==> images/sizes.png <==
Bar = 20 um.
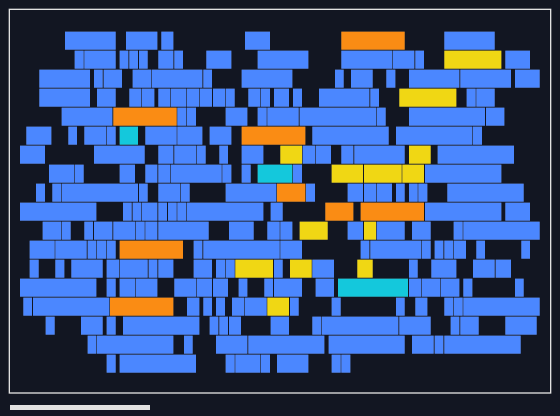
==> images/clk_routes.png <==
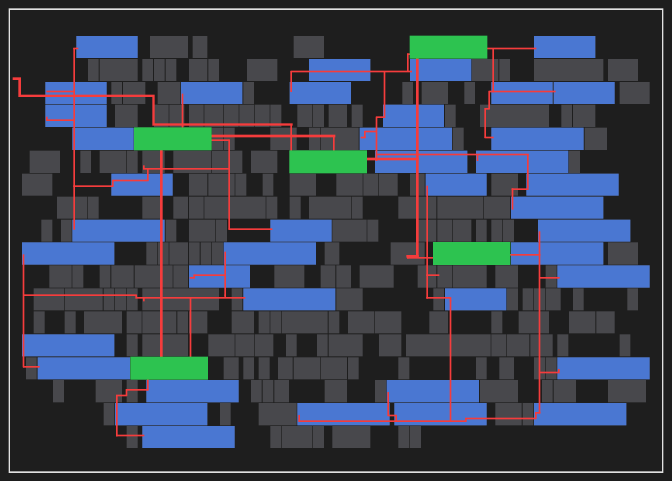
==> images/placement_by_type.png <==
Bar = 20 um.
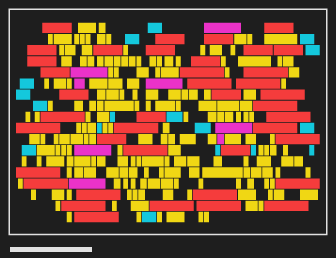
File: src/rtl/coin_acceptor.sv
// Coin acceptor: per-sensor debouncers, a 4-deep coin FIFO and an output FSM that drives
// each queued coin code for HOLD cycles followed by GAP idle cycles.
module coin_acceptor #(
  parameter int unsigned DEBOUNCE = 3,
  parameter int unsigned HOLD     = 1,
  parameter int unsigned GAP      = 2
) (
  input  logic       clock,
  input  logic       reset,
  input  logic       nickel_in,
  input  logic       dime_in,
  input  logic       quarter_in,
  input  logic       accept_en,
  output logic [1:0] coin,
  output logic       coin_reject,
  output logic [2:0] fifo_count
);

  typedef enum logic [1:0] {DbLow, DbRise, DbHigh, DbFall} db_state_e;
  typedef enum logic [1:0] {OutIdle, OutDrive, OutGap} out_state_e;

  localparam logic [4:0] DbLen   = 5'(DEBOUNCE);
  localparam logic [2:0] HoldLen = 3'(HOLD);
  localparam logic [2:0] GapLen  = 3'(GAP);

  db_state_e  db_q     [3];
  logic [3:0] db_cnt_q [3];
  logic [2:0] sensor;
  logic [2:0] settled;
  logic [2:0] high_side;
  logic [2:0] qual;

  logic [1:0] fifo_mem_q [4];
  logic [1:0] wr_ptr_q;
  logic [1:0] rd_ptr_q;

  out_state_e out_q;
  logic [2:0] out_cnt_q;

  logic [1:0] qual_code;
  logic       jam;
  logic       single;
  logic       multi;
  logic       full;
  logic       empty;
  logic       pop;
  logic       push;
  logic       reject;

  assign sensor = {quarter_in, dime_in, nickel_in};

  always_comb begin
    for (int i = 0; i < 3; i++) begin
      // Counter is cleared in LOW/HIGH, so the entry cycle alone settles when DEBOUNCE is 1.
      settled[i]   = ({1'b0, db_cnt_q[i]} + 5'd1) >= DbLen;
      high_side[i] = (db_q[i] == DbHigh) || (db_q[i] == DbFall);
      qual[i]      = sensor[i] && settled[i] && ((db_q[i] == DbLow) || (db_q[i] == DbRise));
    end
  end

  always_comb begin
    qual_code = 2'd0;
    jam       = 1'b0;
    case (qual)
      3'b001: begin
        qual_code = 2'd1;
        jam       = high_side[1] | high_side[2];
      end
      3'b010: begin
        qual_code = 2'd2;
        jam       = high_side[0] | high_side[2];
      end
      3'b100: begin
        qual_code = 2'd3;
        jam       = high_side[0] | high_side[1];
      end
      default: ;
    endcase
    single = (qual_code != 2'd0);
    multi  = (qual != 3'b000) && !single;
    full   = (fifo_count == 3'd4);
    empty  = (fifo_count == 3'd0);
    // The end of GAP passes through IDLE in the same cycle, so back-to-back coins see GAP zeros.
    pop    = !empty && accept_en &&
             ((out_q == OutIdle) || ((out_q == OutGap) && (out_cnt_q >= GapLen)));
    push   = single && !jam && (!full || pop);
    reject = multi || (single && !push);
  end

  always_ff @(posedge clock) begin
    if (reset) begin
      for (int i = 0; i < 3; i++) begin
        db_q[i]     <= DbLow;
        db_cnt_q[i] <= 4'd0;
      end
      for (int j = 0; j < 4; j++) begin
        fifo_mem_q[j] <= 2'd0;
      end
      wr_ptr_q    <= 2'd0;
      rd_ptr_q    <= 2'd0;
      fifo_count  <= 3'd0;
      out_q       <= OutIdle;
      out_cnt_q   <= 3'd0;
      coin        <= 2'd0;
      coin_reject <= 1'b0;
    end else begin
      for (int i = 0; i < 3; i++) begin
        case (db_q[i])
          DbLow, DbRise: begin
            if (!sensor[i]) begin
              db_q[i]     <= DbLow;
              db_cnt_q[i] <= 4'd0;
            end else if (settled[i]) begin
              db_q[i]     <= DbHigh;
              db_cnt_q[i] <= 4'd0;
            end else begin
              db_q[i]     <= DbRise;
              db_cnt_q[i] <= (db_cnt_q[i] == 4'hF) ? db_cnt_q[i] : db_cnt_q[i] + 4'd1;
            end
          end
          default: begin
            if (sensor[i]) begin
              db_q[i]     <= DbHigh;
              db_cnt_q[i] <= 4'd0;
            end else if (settled[i]) begin
              db_q[i]     <= DbLow;
              db_cnt_q[i] <= 4'd0;
            end else begin
              db_q[i]     <= DbFall;
              db_cnt_q[i] <= (db_cnt_q[i] == 4'hF) ? db_cnt_q[i] : db_cnt_q[i] + 4'd1;
            end
          end
        endcase
      end

      if (push) begin
        fifo_mem_q[wr_ptr_q] <= qual_code;
        wr_ptr_q             <= wr_ptr_q + 2'd1;
      end
      if (pop) begin
        rd_ptr_q <= rd_ptr_q + 2'd1;
      end
      if (push && !pop) begin
        fifo_count <= fifo_count + 3'd1;
      end else if (pop && !push) begin
        fifo_count <= fifo_count - 3'd1;
      end
      coin_reject <= reject;

      case (out_q)
        OutIdle: begin
          if (pop) begin
            out_q     <= OutDrive;
            out_cnt_q <= 3'd1;
            coin      <= fifo_mem_q[rd_ptr_q];
          end
        end
        OutDrive: begin
          if (out_cnt_q >= HoldLen) begin
            out_q     <= OutGap;
            out_cnt_q <= 3'd1;
            coin      <= 2'd0;
          end else begin
            out_cnt_q <= out_cnt_q + 3'd1;
          end
        end
        OutGap: begin
          if (pop) begin
            out_q     <= OutDrive;
            out_cnt_q <= 3'd1;
            coin      <= fifo_mem_q[rd_ptr_q];
          end else if (out_cnt_q >= GapLen) begin
            out_q     <= OutIdle;
            out_cnt_q <= 3'd0;
          end else begin
            out_cnt_q <= out_cnt_q + 3'd1;
          end
        end
        default: begin
          out_q     <= OutIdle;
          out_cnt_q <= 3'd0;
          coin      <= 2'd0;
        end
      endcase
    end
  end

endmodule

File: config.mk
export PLATFORM = sky130hd
export DESIGN_NAME = coin_acceptor
export DESIGN_NICKNAME = d
export VERILOG_FILES = /design/src/rtl/coin_acceptor.sv
export SDC_FILE = /design/constraint.sdc
export NUM_CORES = 1
export LEC_CHECK = 0
export CORE_ASPECT_RATIO = 0.7
export CORE_MARGIN = 1
export CORE_UTILIZATION = 55
export CTS_BUF_LIST = sky130_fd_sc_hd__clkbuf_16
export DETAILED_ROUTE_END_ITERATION = 16
export GPL_TIMING_DRIVEN = 0
export PLACE_DENSITY_LB_ADDON = 0.08
export SLEW_MARGIN = 20
export SYNTH_ARGS = -nofsm -noshare
export SYNTH_HDL_FRONTEND = slang
export SYNTH_SLANG_ARGS = --single-unit
File: constraint.sdc
create_clock -name clock -period 5.45 [get_ports clock]
set_input_delay 0.8175 -clock clock [delete_from_list [all_inputs] [get_ports clock]]
set_output_delay 0.8175 -clock clock [all_outputs]
set_load 0.02 [all_outputs]
==> impl_metrics.json <==
{
  "status": "finished clean",
  "row_count": 18,
  "postCtsSetupBuffers": 0,
  "design_area_um2": 2580,
  "wl_per_cell_um": 13.2,
  "dp_cells": 292,
  "yosysTopAreaCell": "edfxtp_1",
  "tool_warnings": 31,
  "powerDensity_nw_per_um2": 397,
  "vdd_drop_max_mv": 0.373,
  "grt_pass1_vias": 1369,
  "fin_worst_skew_ps": 3.68,
  "p_total_mw": 1.02,
  "syn_area_per_cell_um2": 10.3,
  "grt_first_pass_wirelength_um": 6630,
  "hold_ws_ps": 515,
  "finalMaxSlewViolations": 0,
  "cap_violations": 0,
  "drt_iter0_markers": 104,
  "ctsResizeCount": 0,
  "hpwl_um": 2820,
  "worst_pin_slew_ps": 524,
  "place_worst_setup_slack_ps": 1250,
  "drive_gt1_share_pct": 9.60,
  "die_w_um": 77.3,
  "post-route-period-util_pct": 72.0,
  "yosys-top-cells-count": "34 x nor2_1, 23 x edfxtp_1, 17 x dfxtp_1, 15 x inv_1, 14 x nand2_1",
  "nNetsFinal": 266,
  "yosys_area_um2": 2180,
  "fp_util_pct": 59.8,
  "crit_type": "in -> reg",
  "cts_buffer_depth": 2,
  "min_period_ps": 3920,
  "routed_wl_um": 3960,
  "yosys-stat-cells": 213,
  "syn-cell-area_um2": 2180,
  "drt_first_pass_iters": 4,
  "htreeDepth": 2,
  "endpoint_kind": "flop",
  "leakage_nw": 1.02
}
About sizes.png:
Key: yellow = _2 cells [cells 13, share 5.2%]; orange = _6 and larger [cells 8, share 3.2%]; blue = _0 and _1 cells [cells 226, share 90%]; cyan = _3 and _4 cells [cells 3, share 1.2%]

About clk_routes.png:
Key: red = clock wires [length 482 um]; blue = flip-flops [count 40]; green = clock drivers [count 5]
There are 6 routed clock nets.

About placement_by_type.png:
Key: red = sequential cells [cells 40, share of their area 41%]; yellow = combinational and other logic [cells 185, share of their area 47%]; magenta = clock drivers and dummy loads [cells 8, share of their area 6.5%]; cyan = remaining buffers and delay cells [cells 17, share of their area 5.6%]

## worst paths after layout
kind,start,endpoint,slack [ps],depth (start not counted)
max,quarter_in,fifo_count[2]$_SDFFE_PP0P_,1530,13
min reg2reg,out_cnt_q[2]$_SDFFE_PP0N_,out_cnt_q[2]$_SDFFE_PP0N_,510,2
max reg2reg,db_cnt_q[2][0]$_SDFFCE_PN0P_,fifo_count[2]$_SDFFE_PP0P_,1670,13
min,out_cnt_q[2]$_SDFFE_PP0N_,out_cnt_q[2]$_SDFFE_PP0N_,510,2
## layout make-up
type                    count  area (um^2)  area share, %
plain buffers               7         41.3           1.60
clock buffers               6          150           5.82
clock inverters             2         12.5          0.485
inverters                  15         56.3           2.18
multi-input cells         170         1130           43.6
flip-flops and latches     40         1030           40.0
well taps                  50         62.6           2.42
repair buffers             10          100           3.88
## cell families (layout without fill, tap and decap cells)
group	count (synthesis)	count (layout)	synth area share (%)
other cells	2	21	0.344
simple gates	81	81	18.3
xor+xnor	12	12	4.81
fa+ha+maj	11	11	6.65
compound gates	41	41	15.1
mux	4	4	3.04
buf+inv	22	40	4.47
flops	40	40	47.2
## placed cells by master (no fill, tap or decap), drive strengths merged, types with 2 or more instances in the layout
cell type,n
a21boi,2
nor4,4
and2,2
clkbuf,10
buf,3
ha,10
a2111o,2
nand2,14
nand2b,4
nor2b,2
nand3,2
xor2,3
a2111oi,2
mux4,2
a211oi,4
or4,2
edfxtp,23
o21ai,3
inv,15
a21oi,10
conb,21
nor2,34
a21o,4
o311ai,2
nor3,9
clkdlybuf4s50,10
xnor2,9
a31o,2
a22oi,3
dfxtp,17
or3,5
## per-layer routing
metal | vias up | share of wire (%) | wire [um] | track usage [%]
met4 | 0 | 1.3 | 51 | 7.55
li1 | 815 | - | - | -
met5 | - | 0 | 0 | 0
met3 | 5 | 4.3 | 171 | 5.00
met1 | 731 | 53 | 2090 | 30.8
met2 | 37 | 42 | 1650 | 31.7
## worst max-delay path, cell delays in order
cell	delay (ps)
clkdlybuf4s50_1	550
inv_1	60
a2111o_1	380
a211o_1	300
a2111oi_2	390
o221a_2	250
buf_6	130
ha_1	200
inv_1	60
fa_1	370
xor2_1	180
or3_1	300
a21oi_1	150
## power breakdown
| group | internal (mW) | switching [mW] |
|---|---|---|
| combinational | 0.137 | 0.154 |
| clock | 0.196 | 0.115 |
| sequential | 0.368 | 0.0549 |
## flip-flops by register name, summed over array words and instances (netlist names), named ones only
name,cells
coin,2
out_cnt_q,3
rd_ptr_q,2
fifo_mem_q,8
coin_reject,1
db_cnt_q,12
out_q,2
fifo_count,3
db_q,3
wr_ptr_q,2
Power and IR drop assume default switching activity.
